`src/rtl/instruction_loader.sv`:
```
// Byte-stream to 32-bit instruction-memory writer; assembles big-endian words and writes them
// from address 0 upward. Optional Checksum output enabled by defining LOADER_CHECKSUM_EN.
module instruction_loader #(
    parameter int unsigned DEPTH  = 128,
    parameter int unsigned ADDR_W = 7
) (
    input  logic              Clk,
    input  logic              Reset,
    input  logic              Start,
    input  logic [ADDR_W:0]   WordCount,
    input  logic [7:0]        ByteIn,
    input  logic              ByteValid,
    output logic              ByteReady,
    output logic [31:0]       MemWriteAddress,
    output logic [31:0]       MemWriteData,
    output logic              MemWrite,
    output logic              Busy,
    output logic              Done,
    output logic              Error
`ifdef LOADER_CHECKSUM_EN
    ,
    output logic [31:0]       Checksum
`endif
);

    typedef enum logic [1:0] {StIdle, StLoad, StWrite, StDone} state_e;

    state_e            state_q, state_d;
    logic [ADDR_W:0]   count_q;
    logic [ADDR_W:0]   word_idx_q;
    logic [ADDR_W:0]   word_idx_inc;
    logic [1:0]        byte_idx_q;
    logic [31:0]       asm_q;
    logic              count_ok;
    logic              byte_acc;

    assign count_ok     = (WordCount != '0) && (WordCount <= (ADDR_W + 1)'(DEPTH));
    assign byte_acc     = (state_q == StLoad) && ByteReady && ByteValid;
    // Index is one bit wider than the address so a full 128-word load compares without wrapping.
    assign word_idx_inc = word_idx_q + (ADDR_W + 1)'(1);

    always_comb begin
        state_d = state_q;
        unique case (state_q)
            StIdle:  if (Start && count_ok) state_d = StLoad;
            StLoad:  if (byte_acc && (byte_idx_q == 2'd3)) state_d = StWrite;
            StWrite: state_d = (word_idx_inc == count_q) ? StDone : StLoad;
            StDone:  state_d = StIdle;
            default: state_d = StIdle;
        endcase
    end

    always_ff @(posedge Clk) begin
        if (Reset) state_q <= StIdle;
        else       state_q <= state_d;
    end

    // Outputs are registered from the next state so they line up with the state register.
    always_ff @(posedge Clk) begin
        if (Reset) begin
            ByteReady       <= 1'b0;
            MemWrite        <= 1'b0;
            MemWriteAddress <= '0;
            MemWriteData    <= '0;
            Busy            <= 1'b0;
            Done            <= 1'b0;
            Error           <= 1'b0;
            count_q         <= '0;
            word_idx_q      <= '0;
            byte_idx_q      <= '0;
            asm_q           <= '0;
`ifdef LOADER_CHECKSUM_EN
            Checksum        <= '0;
`endif
        end else begin
            ByteReady <= (state_d == StLoad);
            Busy      <= (state_d == StLoad) || (state_d == StWrite);
            MemWrite  <= (state_d == StWrite);
            Done      <= (state_d == StDone);
            unique case (state_q)
                StIdle: begin
                    if (Start) begin
                        Error      <= !count_ok;
                        count_q    <= WordCount;
                        word_idx_q <= '0;
                        byte_idx_q <= '0;
`ifdef LOADER_CHECKSUM_EN
                        Checksum   <= '0;
`endif
                    end
                end
                StLoad: begin
                    if (byte_acc) begin
                        byte_idx_q <= byte_idx_q + 2'd1;
                        asm_q      <= {asm_q[23:0], ByteIn};
                        if (byte_idx_q == 2'd3) begin
                            MemWriteAddress <= {{(30 - ADDR_W){1'b0}},
                                                word_idx_q[ADDR_W-1:0], 2'b00};
                            MemWriteData    <= {asm_q[23:0], ByteIn};
                        end
                    end
                end
                StWrite: begin
                    word_idx_q <= word_idx_inc;
                    byte_idx_q <= '0;
`ifdef LOADER_CHECKSUM_EN
                    Checksum   <= Checksum + MemWriteData;
`endif
                end
                StDone: ;
                default: ;
            endcase
        end
    end

endmodule

```
`config.mk`:
```
export PLATFORM = sky130hd
export DESIGN_NAME = instruction_loader
export DESIGN_NICKNAME = d
export VERILOG_FILES = /design/src/rtl/instruction_loader.sv
export SDC_FILE = /design/constraint.sdc
export NUM_CORES = 1
export LEC_CHECK = 0
export CORE_MARGIN = 2
export CORE_UTILIZATION = 50
export DETAILED_ROUTE_END_ITERATION = 16
export PLACE_DENSITY = 0.82
export SLEW_MARGIN = 10
export SYNTH_ARGS = -nofsm -noshare
export SYNTH_HDL_FRONTEND = slang
export SYNTH_SLANG_ARGS = --single-unit
```
`constraint.sdc`:
```
create_clock -name Clk -period 5.85 [get_ports Clk]
set_input_delay 1.17 -clock Clk [delete_from_list [all_inputs] [get_ports Clk]]
set_output_delay 1.17 -clock Clk [all_outputs]
set_load 0.01 [all_outputs]
```
==> Slide: Implementation Results <==
Flow Results at a Glance

Power and ir drop
  • Switching Share: 22.63%
  • Part of the power in the clock network: 40.3%
  • Seq power: 610 uW
  • LEAKAGE: 0.001557 uW
  • Pwr top: registers

Worst hold path
  • Min-Delay Endpoint: MemWriteData[5]

Drt
  • WL met2: 3822 um
  • Top sig layer: met4
  • Wire length on met1: 3124 um
  • Via density: 4.952
  • Routed WL per cell: 12.13 um
  • Antenna-violating nets left: 0
  • Initial drt markers: 155

Cells and area
  • Area grow syn2layout: 21.19%
  • Largest class: registers
  • Top Layout Cells: nand2_1, dfxtp_1, a21oi_1
  • Combinational Area: 1655 um2
  • Flop area: 1762 um2
  • Top flop regs: MemWriteData x32, asm_q x24
  • N_diodes: 0
  • Signal buf overhead: 14.85%
  • Share of cells above drive strength 1: 5.490%
  • Comb area share: 37.49%
  • ClkCell Share: 4.874%

Die
  • Die X: 89.37 um
  • Die Y: 89.37 um
  • Die footprint: 7986 um2
  • # Taps: 99

CTS
  • Insertion delay to the later sink of the worst-skew pair: 0.35 ns
  • CTS max path bufs: 2
  • Clk root buf: clkbuf_8
  • Clk slew on worst S/H paths: 0.09 ns
  • Postcts setup bufs: 0
  • CTS tree: yes

Setup path
  • CP max stage cell: or4_4
  • Reg-to-reg endpoint: ByteReady
  • Type of origin of the critical path: input port
  • Crit Path Category: in -> reg
  • CP endpoint kind: flip-flop
  • WP buf/inv: 2
  • Worst path cell trace: clkdlybuf4s50_1 -> or4_4 -> nor4_4 -> xnor2_1 -> a221oi_2 -> inv_1 -> ha_1 -> nor2b_1
  • Crit path to: ByteReady
  • CP peak stage delay: 0.55 ns
  • Worst EP arrival: 3.24 ns
  • Crit path max-delay family: simple AND/OR/NAND/NOR gates
  • Reg2reg path depth: 8

Placed design
  • Port Buffers: 63
  • Placed Cells: 594
  • Placed wire-length estimate: 5034 um
  • Final GP Congestion: 0.8047

Global route
  • M1 GR Usage: 21.15%
  • First-pass GRT wire length: 11,870 um
  • Met2 GRT Util: 35.42%
  • Initial antenna violation count: 0

Yosys
  • Registers, synthesis: 88
  • Yosys cell count: 459
  • Distinct lib cells: 38
  • Top_reg_cell synth: dfxtp_1
  • Simple share: 23.97%
  • Biggest area cells: dfxtp_1, nand2_1, a21oi_1
  • Post-synth EDFFs: 0
  • Ys async rst share: 0%
  • Area leader share: 48.35%
  • Synth area leader: dfxtp_1
  • Synth warn: 0
  • Synthesized area per cell: 7.938 um2
  • Mux share of post-synthesis cell area: 0.6181%

Final timing
  • Max-slew headroom: 34.40%
  • WHS: 0.4569 ns
  • Setup TNS: 0 ns
  • Transition time of the tightest slew-check pin: 0.9812 ns
  • Max Freq: 330.8 MHz
  • Minimum clock period: 3.023 ns
  • RSZ-0062 raised after global routing: false
  • Fin worst setup slack: 2.827 ns
  • Part of the cycle the worst path needs: 51.67%

Run status
  • Status: completed
Fig. 1: the clock network
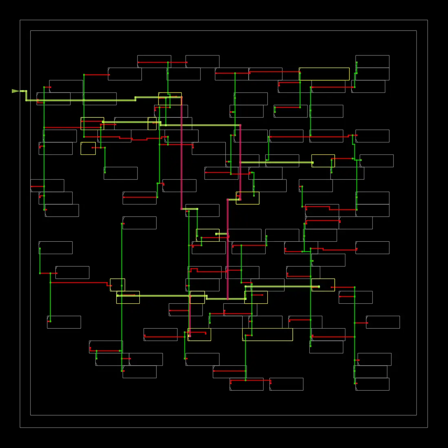
CTS Buf Count: 9
Seq cells: 88
worst clock skew: 0.009507 ns
clock buffers: 9

Fig. 2: signal wires by layer
Scale: 3 px per um.
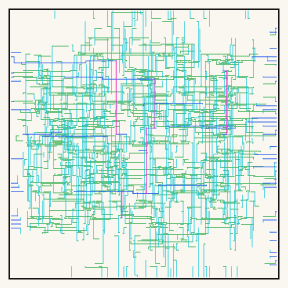
Key: magenta = metal 4 [wire length 92.5 um]; blue = metal 3 [wire length 351 um]; green = metal 1 [wire length 3,120 um]; cyan = metal 2 [wire length 3,820 um]

Fig. 3: cell classes on the final placement
Scale: 3 px per um.
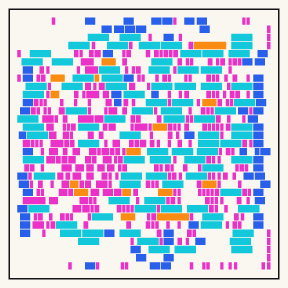
Key: cyan = sequential cells [cells 88, share of their area 41%]; blue = remaining buffers and delay cells [cells 67, share of their area 15%]; orange = clock drivers and dummy loads [cells 15, share of their area 5.0%]; magenta = combinational and other logic [cells 340, share of their area 39%]
sequential share of cell area: 39.90%
fin util: 61.87%
Post-Layout Inst Area: 4415 um2
core region area: 7137 um2
Rows: 31

Fig. 4: cell density map
Scale: 4 px per um. 9 x 9 tiles, from black (low) to pale yellow (high), 0 to 100% covered.
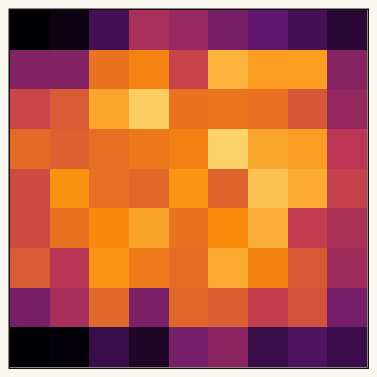
20% of the tiles are over 75% full. 3.7% of the tiles are nearly empty. The mean over all tiles is 54%. The fullest tile reaches 90%. The densest ninth of the die: center.
fp util: 51.05%

Power is estimated from default activity; no workload was simulated.
